$ cat src/rtl/k16_text_renderer.sv
// k16_text_renderer
// -----------------------------------------------------------------------------
// Text-mode pixel pipeline sitting between the VGA timing generator and the
// pins. The screen is a 40x30 grid of 16x16-pixel cells; each cell holds a
// 16-bit word {blink, reserved, bg[2:0], fg[2:0], char[7:0]} and is drawn from an
// 8x8 glyph doubled in both axes. One clock is one pixel, and the pipeline
// advances on every clock with no stalls.
//
// Pipeline (each input pixel reaches the pins 5 register stages later):
//   edge 0 : fb_raddr  <= row*40 + col
//   edge 1 : external frame-buffer RAM registers the cell (fb_rdata)
//   edge 2 : font_addr <= {char, glyph_row}; attribute bits captured
//   edge 3 : external font ROM registers the glyph row (font_data)
//   edge 4 : RGB register (blink, foreground/background, blanking)
// hsync/vsync/active ride along in matching shift registers.
//
// Ports:
//   clk, reset_n                 pixel clock, synchronous active-low reset
//   in_h, in_v                   pixel / line counters from the timing generator
//   in_active                    1 = visible pixel
//   in_hsync, in_vsync           active-low syncs from the timing generator
//   fb_raddr / fb_rdata          frame-buffer read port (1-cycle latency)
//   font_addr / font_data        font ROM port (1-cycle latency), bit 7 leftmost
//   vga_r, vga_g, vga_b          pixel colour
//   vga_hsync, vga_vsync         syncs delayed to line up with the colour
// -----------------------------------------------------------------------------
module k16_text_renderer #(
    parameter int FB_ADDR_WIDTH = 11,
    parameter int COLS          = 40,
    parameter int BLINK_BIT     = 5,
    parameter int LATENCY       = 5   // the RGB path is fixed at this depth
) (
    input  logic                     clk,
    input  logic                     reset_n,
    input  logic [9:0]               in_h,
    input  logic [9:0]               in_v,
    input  logic                     in_active,
    input  logic                     in_hsync,
    input  logic                     in_vsync,
    output logic [FB_ADDR_WIDTH-1:0] fb_raddr,
    input  logic [15:0]              fb_rdata,
    output logic [10:0]              font_addr,
    input  logic [7:0]               font_data,
    output logic                     vga_r,
    output logic                     vga_g,
    output logic                     vga_b,
    output logic                     vga_hsync,
    output logic                     vga_vsync
);

    localparam int AW = FB_ADDR_WIDTH;

    // ---------------------------------------------------------------------
    // Stage 0 address arithmetic. Out-of-range counters are not clamped:
    // they produce some in-range address whose pixels are blanked later.
    // ---------------------------------------------------------------------
    logic [11:0]   row_x;
    logic [11:0]   col_x;
    logic [AW-1:0] cell_addr;

    assign row_x = {7'd0, in_v[8:4]};
    assign col_x = {6'd0, in_h[9:4]};

    // The 40-column stride is built as row*32 + row*8; any other stride
    // falls back to a constant multiply.
    assign cell_addr = (COLS == 40)
                     ? AW'((row_x << 5) + (row_x << 3) + col_x)
                     : AW'(row_x * 12'(COLS) + col_x);

    // ---------------------------------------------------------------------
    // Pipeline registers
    // ---------------------------------------------------------------------
    logic [2:0]         glyph_row_1, glyph_row_2;
    logic [2:0]         pix_idx_1, pix_idx_2, pix_idx_3, pix_idx_4;
    logic [6:0]         attr_3, attr_4;           // {blink, bg[2:0], fg[2:0]}
    logic [LATENCY-2:0] active_sr;                // last stage is the RGB register
    logic [LATENCY-1:0] hsync_sr;
    logic [LATENCY-1:0] vsync_sr;
    logic [2:0]         rgb_q;
    logic               vsync_q;
    logic [5:0]         frame_cnt;

    // Bits the cell format and the doubled-pixel addressing never look at.
    logic unused_bits;
    assign unused_bits = ^{in_h[0], in_v[0], in_v[9], fb_rdata[14]};

    logic       pix;
    logic [2:0] colour;

    // NOTE: every register here uses <= so all stages sample the values from
    // before the edge; blocking assignments would collapse the pipeline.
    always_ff @(posedge clk) begin
        if (!reset_n) begin
            // NOTE: the whole delay line is reset, not just the control bits,
            // so nothing fetched before reset can leak onto the pins afterwards.
            fb_raddr    <= '0;
            glyph_row_1 <= '0;
            glyph_row_2 <= '0;
            pix_idx_1   <= '0;
            pix_idx_2   <= '0;
            pix_idx_3   <= '0;
            pix_idx_4   <= '0;
            font_addr   <= '0;
            attr_3      <= '0;
            attr_4      <= '0;
            active_sr   <= '0;
            hsync_sr    <= '1;
            vsync_sr    <= '1;
            rgb_q       <= '0;
            vsync_q     <= 1'b1;
            frame_cnt   <= '0;
        end else begin
            // Stage 0: cell address plus the sub-cell coordinates
            fb_raddr    <= cell_addr;
            glyph_row_1 <= in_v[3:1];
            pix_idx_1   <= in_h[3:1];

            // Stage 1: RAM is reading the cell
            glyph_row_2 <= glyph_row_1;
            pix_idx_2   <= pix_idx_1;

            // Stage 2: cell available; launch the glyph fetch
            font_addr   <= {fb_rdata[7:0], glyph_row_2};
            attr_3      <= {fb_rdata[15], fb_rdata[13:8]};
            pix_idx_3   <= pix_idx_2;

            // Stage 3: ROM is reading the glyph row
            attr_4      <= attr_3;
            pix_idx_4   <= pix_idx_3;

            // Stage 4: final colour
            rgb_q       <= colour;

            active_sr   <= {active_sr[LATENCY-3:0], in_active};
            hsync_sr    <= {hsync_sr[LATENCY-2:0], in_hsync};
            vsync_sr    <= {vsync_sr[LATENCY-2:0], in_vsync};

            // One count per frame, on the falling edge of the input vsync.
            vsync_q     <= in_vsync;
            if (vsync_q && !in_vsync) begin
                frame_cnt <= frame_cnt + 6'd1;
            end
        end
    end

    // Stage 4 pixel select. Bit 7 of the glyph row is the leftmost pixel,
    // so the bit index is 7 - pix_idx, i.e. the inverted 3-bit index.
    // NOTE: pix and colour get a value before any condition is tested, so
    // every path assigns them and no latch can be inferred.
    always_comb begin
        pix    = font_data[~pix_idx_4];
        colour = 3'b000;
        if (attr_4[6] && frame_cnt[BLINK_BIT]) begin
            pix = 1'b0;
        end
        if (active_sr[LATENCY-2]) begin
            colour = pix ? attr_4[2:0] : attr_4[5:3];
        end
    end

    assign vga_r     = rgb_q[2];
    assign vga_g     = rgb_q[1];
    assign vga_b     = rgb_q[0];
    assign vga_hsync = hsync_sr[LATENCY-1];
    assign vga_vsync = vsync_sr[LATENCY-1];

endmodule

$ cat config.mk
export PLATFORM = sky130hd
export DESIGN_NAME = k16_text_renderer
export DESIGN_NICKNAME = d
export VERILOG_FILES = /design/src/rtl/k16_text_renderer.sv
export SDC_FILE = /design/constraint.sdc
export NUM_CORES = 1
export LEC_CHECK = 0
export CORE_MARGIN = 3
export CORE_UTILIZATION = 45
export CTS_CLUSTER_DIAMETER = 150
export DETAILED_ROUTE_END_ITERATION = 6
export DONT_BUFFER_PORTS = 1
export PLACE_DENSITY_LB_ADDON = 0.25
export SLEW_MARGIN = 40
export SYNTH_ARGS = -nofsm -noshare
export SYNTH_HDL_FRONTEND = slang
export SYNTH_SLANG_ARGS = --single-unit
$ cat constraint.sdc
create_clock -name clk -period 2.05 [get_ports clk]
set_input_delay 0.3075 -clock clk [delete_from_list [all_inputs] [get_ports clk]]
set_output_delay 0.3075 -clock clk [all_outputs]
set_load 0.02 [all_outputs]
**Run 1: power grid**

Scale bar: 20 µm. Pins as bars on the die edge.
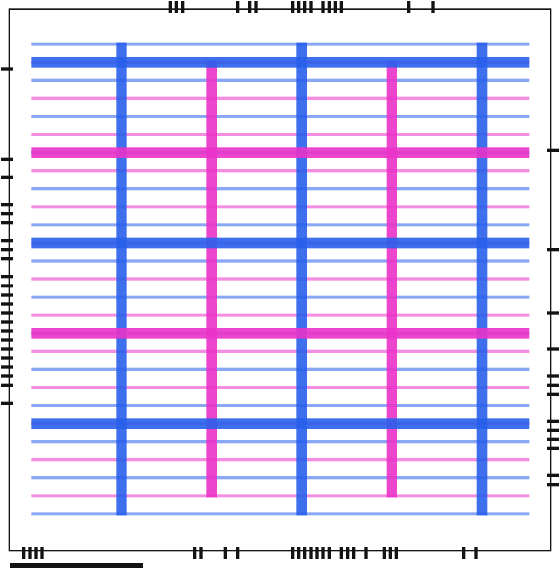
blue -> VSS
magenta -> VDD
met1 rails = 27
signal pins = 76
met4 straps = 5
met5 straps = 5
rows = 26
vertical die dimension: 81.3 µm
largest vdd supply drop: 0.441 mV
core region area: 0.00530 mm²
die extent in x: 81.3 µm

**Run 1: cells coloured by class**

Scale bar: 20 µm.
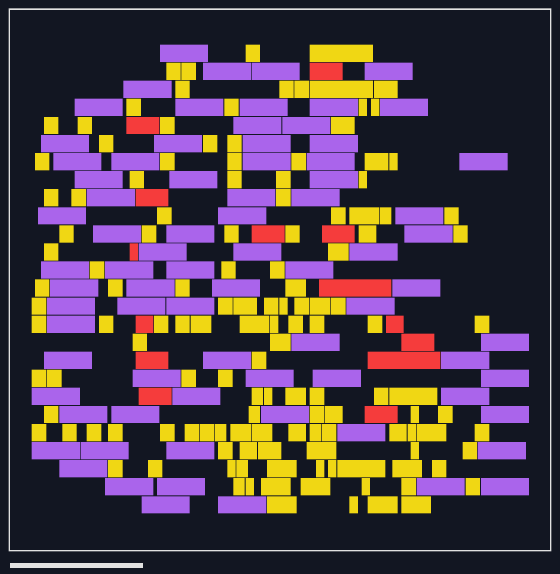
purple -> flops  # cells 77, share of their area 57%
red -> clock drivers and dummy loads  # cells 14, share of their area 7.4%
yellow -> combinational and other logic  # cells 135, share of their area 36%
Core Rows: 26
cell area after layout: 0.00281 mm²
Core Util, Final: 53.0%
sequential portion of the cell area: 54.9%

**Run 1: clock network drawn from the DEF**

Scale bar: 20 µm.
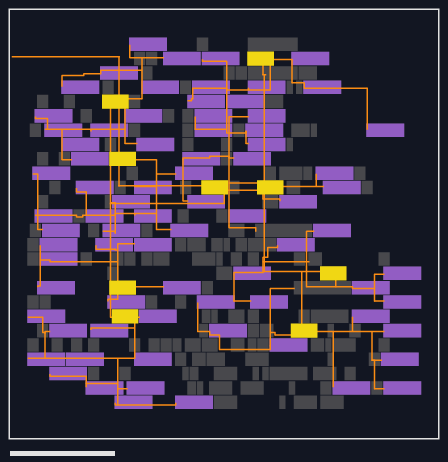
orange -> clock wires  # length 828 µm
purple -> flip-flops  # count 77
yellow -> clock drivers  # count 9
routed clock nets = 10
flops lie = all over the die
worst clock skew on the final layout: 0.00836 ns
clock network fraction of total power: 39.8%
later-pin clock latency in the skew report: 0.33 ns
total clock network power: 0.00117 W

==> results.txt, run 1 <==
Results of the implementation run.

The area occupied by registers is 0.00154 mm². The number of clock sinks came out at 77. The relative slew slack came out at 70.5%.

The share of flip-flops with an asynchronous set or reset after synthesis came out at 0%. By area the synthesized netlist is led by dfxtp_1 (60%), and2_1 (14%), ha_1 (4.9%). The CTS buffer count came out at 9. The clock edge transition at the registers on the reported setup and hold paths is 0.07 ns. The mean instance size in the synthesized netlist is 11.5 µm². The initial antenna violation count came out at 0. Among the non-sequential cells, simple AND/OR/NAND/NOR gates take the most area. STA classifies the critical path endpoint as a register.

Prior to clock tree synthesis, the placed netlist has a worst setup slack of -0.0145 ns. The number of warnings in the stage logs is 30. The synthesized netlist has a Yosys-reported chip area of 0.00255 mm². Across the run, the number of max-cap violations was 0. Per the GRT congestion report, total overflow comes to 0. The final net count is 284.

The mux contribution to synthesized area is 3.63%. Looking at the clock tree report, the root buffer type is clkbuf_8. The top-level port count is 76. The maximum buffer depth of the clock tree came out at 2. Routability-driven placement finished with a final weighted congestion of about 0.76. Yosys stat counts 221 cells in the synthesized netlist. The biggest cell delay along the critical path came out at between 0.5 and 0.6 ns. For the worst setup path, the data arrival time is 1.95 ns. The register bit total from synthesis is 77.

The fraction of cell area in non-clock buffers is 0%. The total die area came out at 0.00661 mm². The sum of buffers and inverters on the critical path came out at 2.

The commonest cells after synthesis are dfxtp_1 (77), and2_1 (58), ha_1 (10), nand2b_1 (10). The net count after synthesis came out at 282. In this run the layout overhead on the synthesized area is reported as 10.0%. The relative area of clock buffers and inverters in the final design came out at between 7 and 8%. Detailed placement ended at an HPWL of 2.39 mm.

The well-tap cell count is roughly 70. The post-CTS setup buffer count came out at 0. The synthesized design spends more area on one cell type than any other, namely dfxtp_1.

The most numerous cell type found on the critical path is inv_1. The internal reg-to-reg setup slack is 0.42 ns. The gate count of the mapped netlist is 221.

Per STA, the worst path is made up of inv_1 -> fa_1 -> inv_1 -> ha_1 -> a21o_1 -> a21oi_1 -> xnor2_1 -> and2_1. The final number of hold-violating endpoints came out at 0. In this design, the largest share of critical-path delay is due to adder cells. TritonCTS built the clock tree. The area of the mapped netlist is 0.00255 mm². The flow ran to the end, and the final reports show no timing, DRC or antenna violations. The share of the synthesized area in the top cell type came out at 60.4%.

The initial core utilization came out at 48.1%. The net switching component of the power is 0.000623 W. Per the placement log, port buffering inserted 0 buffers.

The multi-input combinational area share is 33.6%. The total wire length after detailed routing is 3.59 mm. The routed wire length per instance came out at 12.1 µm. The most used standard cell by instance count after synthesis is dfxtp_1. The share of post-route cells with drive strength above 1 came out at between 6 and 7%. The upper clock frequency limit came out at between 500 and 600 MHz. The detail-routed via count per cell is 4.56. The cell with the largest stage delay on the worst path is fa_1.

The multi-input combinational gate total came out at roughly 130. The hold buffer count at cts came out at 0. The number of distinct standard cells referenced by the synthesized netlist is 29. The fill cell instance count of the final layout came out at between 400 and 500. The share of the synthesized netlist area taken by xor and xnor gates is 2.06%. Looking at the cell usage after synthesis, the top flip-flop cell is dfxtp_1. The final timing report counts setup violations totalling 0. Setup repair after global routing left no endpoint under its margin.

Yosys mapped a number of flops with a built-in enable equal to 0. The worst path meets setup with ~0.33 ns of slack. The total routing usage reported by global routing came out at 12.2%. Gates resized during post-CTS repair numbered 0.

Per the layout report, the design carries 9 non-clock inverters. The detailed-routing iteration count for the pre-antenna-repair pass came out at 4. After layout, the design draws a total of slightly below 0.003 W. The critical path data required time came out at about 2.3 ns.

The total via count in the routed design came out at approximately 1300. The final period utilization came out at a little over four fifths. The wire length of the first global-routing pass came out at about 6 mm. The number of global-route vias before repair is 1377.

Adding up every negative setup slack in the final design gives 0 ns. The number of clock buffers in the layout came out at 10. The register share of total power is 55.4%.

The diode insertion count for antenna repair came out at 0. The final routed DRC violation total is 0. The tightest min-delay check is of the in2reg type. Summing the sequential cell areas from Yosys gives 60.4% of the chip area. In this run, the synthesized area fraction spent on AND-OR/OR-AND gates is recorded as 2.70%. The pin closest to its max-slew limit shows a slew of 0.442 ns. The number of H-tree branching levels came out at 3. Per the final report, max-transition violations number 0.

The highest net fanout along the worst path is 3. Looking at the area split, the leading class of cells is sequential cells. The adder-cell area share of the yosys netlist came out at around 6.5%. The pin count of the biggest net entering global routing is 79. The warning tally printed by Yosys for this design is 0. Counting I/O delays and the setup requirement, the final critical path takes 1.72 ns. The cell internal power dissipation is about 0.0023 W.

The tally of nets with antenna violations remaining after routing came out at 0. The switching part of the total came out at about a fifth. The share of total power dissipated in combinational logic is 4.8%. The violation tally from detailed-route iteration zero came out at 42. The type of element launching the critical path is an input pin.

The simple logic cell fraction of the synthesized area is 22.1%. Power spread over the standard cell area amounts to 1050 mW/mm². The combinational gate area is 943 µm². The post-place instance area is 0.00261 mm².

For this design the static power due to leakage is 1.16 nW. The flop count came out at 77. Counting plain and timing-repair buffers in the layout gives 0.

In the setup report, the worst path falls into the class in2reg.
run 1: routing by layer:
metal  GRT usage, %  up-vias  routed length (µm)
met3           5.32        5                 278
met5              0        -                   0
met1           14.6      597                1640
met4           9.12        0                  61
met2           17.1       42                1620
li1               -      705                   -
run 1: power by group through the flow:
stage	logic (W)	clock network (W)	registers (W)
after floorplan	0.000136	0	0.00166
final	0.000141	0.00117	0.00163
after CTS	0.000143	0.00121	0.00163
after global routing	0.000164	0.00127	0.00164
after detailed placement	0.000142	0	0.00167
after global placement	0.000138	0	0.00167
run 1: metrics by stage:
stage          std cells  hold WS, ns
6_report             296       0.0487
5_1_grt              296       0.0173
4_1_cts              296       0.0315
3_5_place_dp         282        0.390
3_3_place_gp         282        0.387
2_1_floorplan        221        0.386
run 1: path summary, 6_finish.rpt:
path / startpoint / endpoint / cells after the start
worst max-delay path: in_h[9] / fb_raddr[7] / 8
worst min-delay path: reset_n / hsync_sr[1] / 1
worst max register to register: pix_idx_4[0] / rgb_q[1] / 4
worst min register to register: vsync_sr[3] / vsync_sr[4] / 1
run 1: registers in the layout, summed over array words and instances (netlist names), 4 cells and up:
signal / count
frame_cnt: 6
attr_4: 7
vsync_sr: 5
fb_raddr: 11
font_addr: 11
active_sr: 4
hsync_sr: 5
attr_3: 7
run 1: cells in the final DEF (no fill, tap or decap), drive strengths merged, types with 3 or more instances in the layout:
cell | synthesis | layout
dfxtp | 77 | 77
and2 | 58 | 58
nand2b | 10 | 10
ha | 10 | 10
clkbuf | 9 | 10
inv | 9 | 9
nor2b | 6 | 6
xnor2 | 5 | 5
nand2 | 4 | 4
mux2i | 4 | 4
a21oi | 3 | 3
nor2 | 3 | 3
**Run 1: wiring by layer**

Only two layers are drawn.
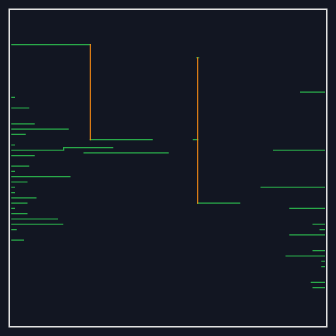

==> run 2: changes to the inputs <==
==> constraint.sdc (replaced) <==
create_clock -name clk -period 1.7 [get_ports clk]
set_input_delay 0.255 -clock clk [delete_from_list [all_inputs] [get_ports clk]]
set_output_delay 0.255 -clock clk [all_outputs]
set_load 0.02 [all_outputs]
**Run 2: wiring by layer**

Only two layers are drawn.
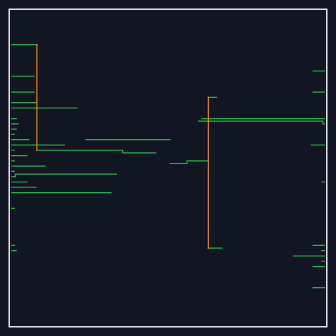
green -> metal 3  # wire length 305 µm
orange -> metal 4  # wire length 66.0 µm
overall fraction of global-route tracks in use: 13.0%
detail-routed net length per standard cell: 12.9 µm

==> results.txt, run 2 <==
Results of the implementation run.

The analysis attributes to cell leakage a power of 1.18 nW. Per the synth stats, the flop cell with the highest instance count is dfxtp_1. Net switching is between 20% and 30% of the power.

The violation tally from detailed-route iteration zero came out at between 60 and 70. The number of warnings in the stage logs is 31. The final number of hold-violating endpoints is 0. The path with the worst hold slack has its endpoint at vsync_sr[0].

The number of distinct standard cells referenced by the synthesized netlist is 29. The share of post-route cells with drive strength above 1 is roughly an eighth. Sequential elements use ~60% of the synthesized area. The net switching component of the power is 0.000812 W. The final max-slew violation count came out at 0.

The final clock skew came out at between 0.005 and 0.006 ns. The share of flip-flops with an asynchronous set or reset after synthesis came out at 0%. The synthesized design spends more area on one cell type than any other, namely dfxtp_1. The overall die width came out at 81.3 µm.

The detail-routed via count per cell came out at roughly 4.6. The length in cells of the worst reg-to-reg path is 4. The actual slew at the worst max-slew pin came out at 0.446 ns. The register bit total from synthesis came out at 77. Entering global routing, the biggest net connects 72 pins. The power report lists cell-internal power as 0.00284 W. The synthesis report lists the most area-consuming cells as dfxtp_1 (60%), and2_1 (14%), ha_1 (4.9%). The final antenna diode tally reported by the flow is 0. The number of clock sinks came out at 77.

The number of H-tree branching levels came out at 3. The tree is rooted in a clkbuf_8. The mean instance size in the synthesized netlist came out at around 12 µm². The relative slew slack is a little over two thirds. The net count after synthesis is between 200 and 300.

The cell total in the yosys stat output is 221. The final-layout setup total negative slack came out at 0 ns. The maximum buffer depth of the clock tree is 2. The type of the worst setup path is reg2reg. The area growth from synthesis to layout came out at 12.5%. The launch instance of the worst register-to-register path is pix_idx_4[0]. The top cell type in the final layout, fill and taps aside, is dfxtp_1. TritonCTS built the clock tree. The number of synthesis warnings came out at 0. Looking at the worst setup and hold paths, the clock pins of their registers show a slew of 0.08 ns.

The worst register-to-register path ends at rgb_q[0]. The report lists the number of standard-cell rows as 26. The smallest clock period supported by the final layout is computed as 1.59 ns.

In the layout the commonest cells are dfxtp_1 (76), and2_1 (58), nand2b_1 (10). The internal reg-to-reg setup slack is 0.11 ns. The combinational gate area is 960 µm². The hold path depth is 1. The total wire length after detailed routing is 3.87 mm. The cell area that synthesis handed to floorplanning was 0.00255 mm². The arrival time reported for the critical path endpoint came out at 1.81 ns.

Setup repair after global routing left no endpoint under its margin. The highest net fanout along the worst path is 3. The largest registers in the layout are fb_raddr: 11 flops, font_addr: 11 flops. Setup slack on the worst path after placement came out at -0.161 ns. Per the OpenROAD floorplan log, the area of the core is 0.00530 mm². The final period utilization is slightly above 90%. The relative contribution of combinational cells to total power came out at approximately 5.4%. The final timing report gives a worst setup slack of roughly 0.11 ns. The worst-case hold slack is 0.0292 ns.

Per STA, the startpoint of the critical path is pix_idx_4[0]. The critical path data required time came out at 1.93 ns. In the synthesis report, Yosys lists the chip area as 0.00255 mm².

The detailed-routing iteration count for the pre-antenna-repair pass came out at 4. The power share of the clock group came out at 40.8%. The vertical die dimension came out at 81.3 µm.

The wire length of the first global-routing pass came out at between 6 and 7 mm. The initial antenna violation count is 0. Before placement the cells fill 48.1% of the core. The script computed a power per unit cell area of 1270 mW/mm².

The completed layout was analyzed and its total power is approximately 0.0037 W. Looking at hold timing, the worst path starts from in_vsync. Yosys reports that the most numerous cell types are dfxtp_1 (77), and2_1 (58), ha_1 (10), nand2b_1 (10). STA classifies the critical path startpoint as a register. The placed wire-length estimate is 2.51 mm. Yosys mapped a number of flops with a built-in enable equal to 0.

The total via count in the routed design came out at 1375. The number of global-route vias before repair came out at 1312. The top-level port count is 76. The tally of nets with antenna violations remaining after routing is 0. The register share of total power came out at 53.8%. Derived from the worst setup path, the maximum achievable clock frequency is 630 MHz.

The gate count of the mapped netlist is around 220. Looking at the VDD voltage map, the peak drop is about 0.68 mV. The routability congestion estimate came out at about 0.72. Recorded from the global router log, the overflow total was 0.

The final net count is ~290. dfxtp_1 is the most common cell in the netlist. The capture point of the critical path was reported as rgb_q[0].

The count of buffers from port buffering is 0. STA classifies the critical path endpoint as a register. The final routed DRC violation total is 0. According to the hold report, the worst path is of the in2reg type. The CTS buffer count came out at 9. The total of max-cap violations came out at 0. Per the skew report, the later register of the worst-skew pair sees a clock latency of around 0.32 ns. The chip occupies between 0.006 and 0.007 mm². Post-CTS timing repair inserted 0 buffers for setup. Per the layout area report, the register area comes to 0.00154 mm². The flow ran to the end, and the final reports show no timing, DRC or antenna violations. The top cell type by area accounts for 60.4% of the synthesized area. The final setup violation count came out at 0.
**Run 2: placed standard cells**

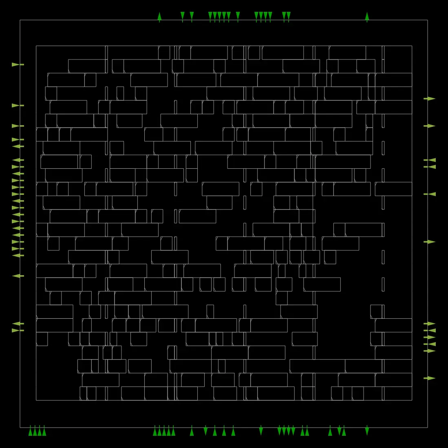
Core Util, Final: 54.1%
filler cell count: 474
Seq Cell Count: 77
tap cell instance count: 70
sequential portion of the cell area: 53.7%

## run 2: what timing repair did
item | in CTS | in global routing
endpoints found under the setup margin | 0 | 3
resized | 0 | 3
hold buffers | 1 | 0
hold endpoints to repair | 8 | 0
## run 2: per-layer routing
metal	GRT usage [%]	vias up	wire length, µm
li1	-	709	-
met1	17.1	620	1810
met2	18.2	41	1680
met4	7.09	0	65
met5	0	-	0
met3	5.21	5	305
## run 2: kinds of logic after synthesis
group                      after synthesis  share of synthesized area (%)
DFF                                     77                           60.4
muxes                                    6                           3.63
and+or+nand+nor                         92                           22.1
adders and majority gates               12                           6.47
AOI/OAI and AO/OA                       10                           2.70
xor gates and xnor gates                 6                           2.06
buffers and inverters                   18                           2.65
## run 2: power groups by stage
stage | Sequential, W | Combinational [W] | Clock [W]
after floorplan | 0.00200 | 0.000178 | 0
after global placement | 0.00201 | 0.000190 | 0
after detailed placement | 0.00201 | 0.000194 | 0
after CTS | 0.00197 | 0.000201 | 0.00154
after global routing | 0.00198 | 0.000232 | 0.00163
final | 0.00197 | 0.000197 | 0.00149
## run 2: per-stage QoR
stage          std cells  utilization (%)  cell area, µm²
4_1_cts              300             54.2            2880
3_3_place_gp         283             49.9            2650
5_1_grt              300             54.1            2870
3_5_place_dp         283             49.9            2650
2_1_floorplan        221                -            2580
6_report             300             54.1            2870
## run 2: final cells by class
cell class	count	area share, %
inverters	9	1.44
flip-flops and latches	77	53.7
clock inverters	6	3.27
clock buffers	10	4.45
multi-input cells	126	33.4
well taps	70	3.05
repair buffers	2	0.610
## run 2: critical path: stages, from the launching register on
cell and delay [ns]:
dfxtp_2 0.36, mux4_2 0.51, a22oi_2 0.31, mux2i_1 0.25, nor2_1 0.06
**Run 2: cells coloured by class**

Scale bar: 20 µm.
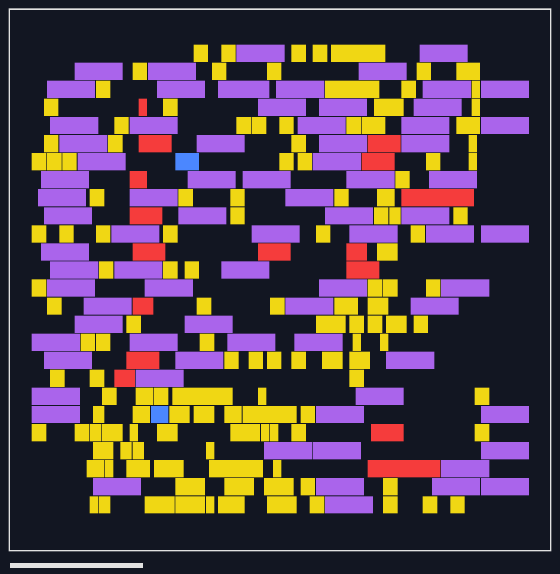

==> run 3: changes to the inputs <==
--- a/config.mk
+++ b/config.mk
@@ -6,7 +6,7 @@
 export NUM_CORES = 1
 export LEC_CHECK = 0
 export CORE_MARGIN = 3
-export CORE_UTILIZATION = 45
+export CORE_UTILIZATION = 50
 export CTS_CLUSTER_DIAMETER = 150
 export DETAILED_ROUTE_END_ITERATION = 6
 export DONT_BUFFER_PORTS = 1
==> constraint.sdc (replaced) <==
create_clock -name clk -period 1.7 [get_ports clk]
set_input_delay 0.34 -clock clk [delete_from_list [all_inputs] [get_ports clk]]
set_output_delay 0.34 -clock clk [all_outputs]
set_load 0.02 [all_outputs]
**Run 3: cells coloured by class**

Scale bar: 20 µm.
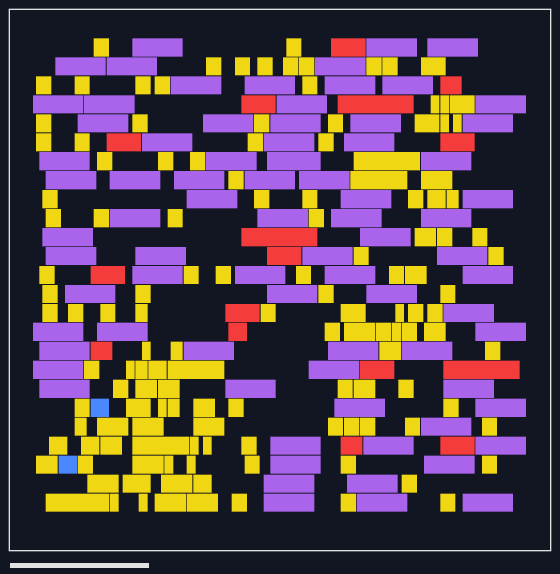
red -> clock drivers and dummy loads  # cells 16, share of their area 8.8%
blue -> other buffers and delay cells  # cells 2, share of their area 0.53%
yellow -> combinational and other logic  # cells 135, share of their area 36%
purple -> flops  # cells 77, share of their area 55%
cell area after layout: 0.00290 mm²
Core Util, Final: 60.1%
Core Rows: 25
core region area: 0.00482 mm²
sequential portion of the cell area: 53.3%

==> results.txt, run 3 <==
Results of the implementation run.

The run finished with clean final reports. From left edge to right edge, the die measures 77.5 µm. The post-route minimum period came out at 1.61 ns. The timing report shows that the slowest cell on the worst path is fa_2. The areal power density over the cells is around 1300 mW/mm². The detail-routed via count per cell is 4.64. The final net count is 286.

TritonCTS built the clock tree. The count of buffers from port buffering is 0. The cell total in the yosys stat output is around 220. The most common flop cell mapped by yosys is dfxtp_1.

The script reports the combined buffer and inverter count of the critical path as 1. For this run, the total global-route usage over all layers was measured as 13.4%. STA classifies the critical path startpoint as an input pin. The fill cell instance count of the final layout is around 440. The total wire length after detailed routing came out at 3.63 mm. The maximum buffer depth of the clock tree came out at 2. Looking at the global route congestion table, the highest-usage layer is met2.

In the global route stage, met1 resource usage came out at 14.8%. The area occupied by registers is ~0.0015 mm². The length of routed met3 wiring is around 310 µm. The total die area is 0.00600 mm². The initial core utilization is 53.0%. For this run, the top clock speed supported by timing is 620 MHz. Per the detail_route report, routed wire per instance is between 10 and 15 µm. The gate count of the mapped netlist is 221.

The area of the mapped netlist came out at 0.00255 mm². The detailed router finished its first iteration with 68 violations. Looking at the clock tree report, the root buffer type is clkbuf_8. The total via count in the routed design came out at 1382. The most frequent cell on the critical path is fa_2. The final max-slew violation count came out at 0.

Pin placement for this block handled 76 I/O pins. After its last routability iteration, the placer logged a weighted congestion of between 0.7 and 0.8. The family with the most delay on the worst path is adder cells. Per the repair_timing log after CTS, setup buffers inserted total 0.

For this run, the chip area from Yosys synthesis comes to 0.00255 mm². The number of global-route vias before repair is 1350. The final number of hold-violating endpoints is 0. The worst setup slack before clock tree synthesis came out at -0.260 ns. The met2 global-route usage is 20.1%.

Endpoints with negative setup slack in the final report add up to 0. The CTS buffer count came out at 9. Clock-pin slew was measured on the worst setup and hold paths at approximately 0.070 ns.

Per the cell usage report, the commonest logic cell in the layout is dfxtp_1. Setup repair after global routing left no endpoint under its margin. Yosys mapped a number of flops with a built-in enable equal to 0. The area growth from synthesis to layout is 13.5%.

The number of distinct standard cells referenced by the synthesized netlist came out at 29. In the global route stage, met3 resource usage came out at 8.24%. The final period utilization is a little over nine tenths.

The class of the tightest hold or removal check is in2reg. The arrival time reported for the critical path endpoint came out at 1.84 ns. The initial antenna violation count is 1. The biggest cell delay along the critical path is between 0.5 and 0.6 ns. In the Yosys report, the sequential cells make up 60.4% of the chip area. The max-slew check reports its worst relative slack as 70.9%. In this run the maximum-capacitance check reported violations numbering 0. The clock drives roughly 77 sinks. The highest metal layer carrying signal wires in the routed design is met4. The placed wire-length estimate is around 2.5 mm. The highest net fanout along the worst path is 2. The synthesis report lists the most area-consuming cells as dfxtp_1 (60%), and2_1 (14%), ha_1 (4.9%). The area taken by multi-input combinational cells is reported as 963 µm². The number of H-tree branching levels is 3. The global-route congestion overflow total came out at 0. The final clock skew is 0.00698 ns. The pin count of the biggest net entering global routing came out at 79. Walking the worst path, the cells encountered are inv_8 -> fa_2 -> fa_2 -> nor2b_2 -> o21a_1 -> or3_1 -> and3_1. The wire length of the first global-routing pass is roughly 6 mm.

dfxtp_1 takes more of the synthesized area than any other cell. The type of destination of the critical path is a register. The count of instances resized after the clock tree is built is 0.

The share of post-route cells with drive strength above 1 is 12.2%. Synthesis produced a netlist with a net count of 282. The most used standard cell by instance count after synthesis is dfxtp_1. After synthesis, the most frequently instantiated cells are dfxtp_1 (77), and2_1 (58), ha_1 (10), nand2b_1 (10). The analysis attributes to cell leakage a power of 1.19 nW. The registers reported with the highest flop counts are fb_raddr: 11 flops, font_addr: 11 flops. The clock latency on the worst-skew pair is 0.34 ns. Yosys reported that registers with async set or reset make up 0%. The mean instance size in the synthesized netlist is about 12 µm². The number of synthesis warnings is 0. The post-route worst setup slack came out at 0.0873 ns. Once synthesis finished, the tally of register bits stood at 77. The total routed wire length on the met1 layer is 1.59 mm. In the log, the iteration count for the first detailed-route pass is 4. Looking at the setup timing report, the critical path kind is in2reg. Leaving out fill and tap cells, the most frequent cells in the layout are dfxtp_1 (76), and2_1 (58), nand2b_1 (10). The number of warnings in the stage logs is 31.

The hold buffer count at cts is 0. After routing, the total negative slack on setup checks comes to 0 ns. The share of the synthesized area in the top cell type came out at 60.4%. The met2 layer wire length in the routed design is ~1.7 mm.

Data on the critical path is required at its endpoint by 1.93 ns. The final routed DRC violation total came out at 0. Nets still carrying antenna violations after routing amount to 0. The actual slew at the worst max-slew pin is 0.436 ns.
**Run 3: power grid**

Scale bar: 20 µm. Pins as bars on the die edge.
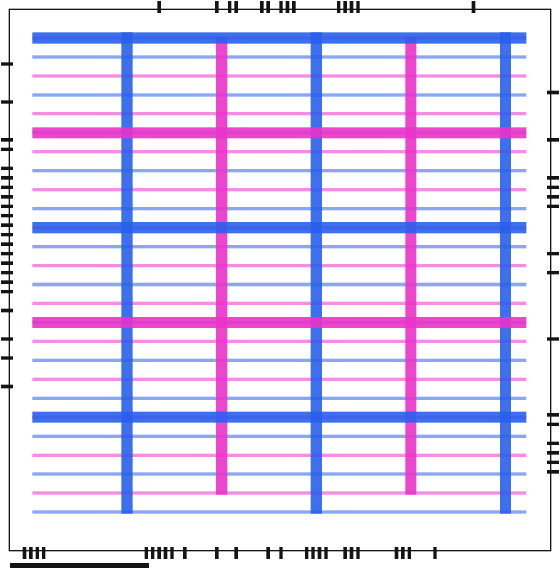
magenta -> VDD
blue -> VSS
met5 straps = 5
rows = 25
met4 straps = 5
vertical die dimension: 77.5 µm
largest vdd supply drop: 0.790 mV

## run 3: cell counts after synthesis
No cell type changed its count.
## run 3: final cells by class
class | instances | share of cell area (%)
Antenna cell | 1 | 0.0864
Clock buffer | 9 | 4.28
Clock inverter | 7 | 4.28
Inverter | 9 | 1.43
Multi-Input combinational cell | 126 | 33.3
Sequential cell | 77 | 53.3
Tap cell | 67 | 2.89
Timing Repair Buffer | 2 | 0.518
## run 3: power by group
group	switching, W	internal (W)	total (W)
sequential	0.0000776	0.00189	0.00197
clock	0.000639	0.000981	0.00162
combinational	0.0000817	0.000116	0.000198
total	0.000799	0.00299	0.00379
## run 3: kinds of logic after synthesis
logic type,Yosys count,synth area share (%)
adder cells (fa/ha/maj),12,6.47
buffers and inverters,18,2.65
AND/OR/NAND/NOR,92,22.1
XOR/XNOR,6,2.06
flip-flops,77,60.4
multiplexers,6,3.63
AND-OR/OR-AND,10,2.70
## run 3: final timing paths
kind | start | to | slack [ns] | cells past startpoint
worst min register to register | vsync_sr[1] | vsync_sr[2] | 0.41 | 1
worst min-delay path | reset_n | hsync_sr[1] | 0.10 | 1
worst max register to register | pix_idx_4[0] | rgb_q[2] | 0.14 | 4
worst max-delay path | in_v[6] | fb_raddr[8] | 0.09 | 7
## run 3: metrics by stage
| stage | instances | cell area, µm² | util, % | hold slack [ns] | power (W) |
|---|---|---|---|---|---|
| 6_report | 298 | 2900 | 60.1 | 0.105 | 0.00379 |
| 5_1_grt | 298 | 2900 | 60.1 | 0.0607 | 0.00396 |
| 2_1_floorplan | 221 | 2580 | - | 0.386 | 0.00218 |
| 3_3_place_gp | 281 | 2650 | 55.0 | 0.391 | 0.00220 |
| 3_5_place_dp | 281 | 2650 | 55.0 | 0.396 | 0.00221 |
| 4_1_cts | 297 | 2900 | 60.1 | 0.0529 | 0.00385 |
Power figures rest on the tool's default switching activity, not on a simulated workload.
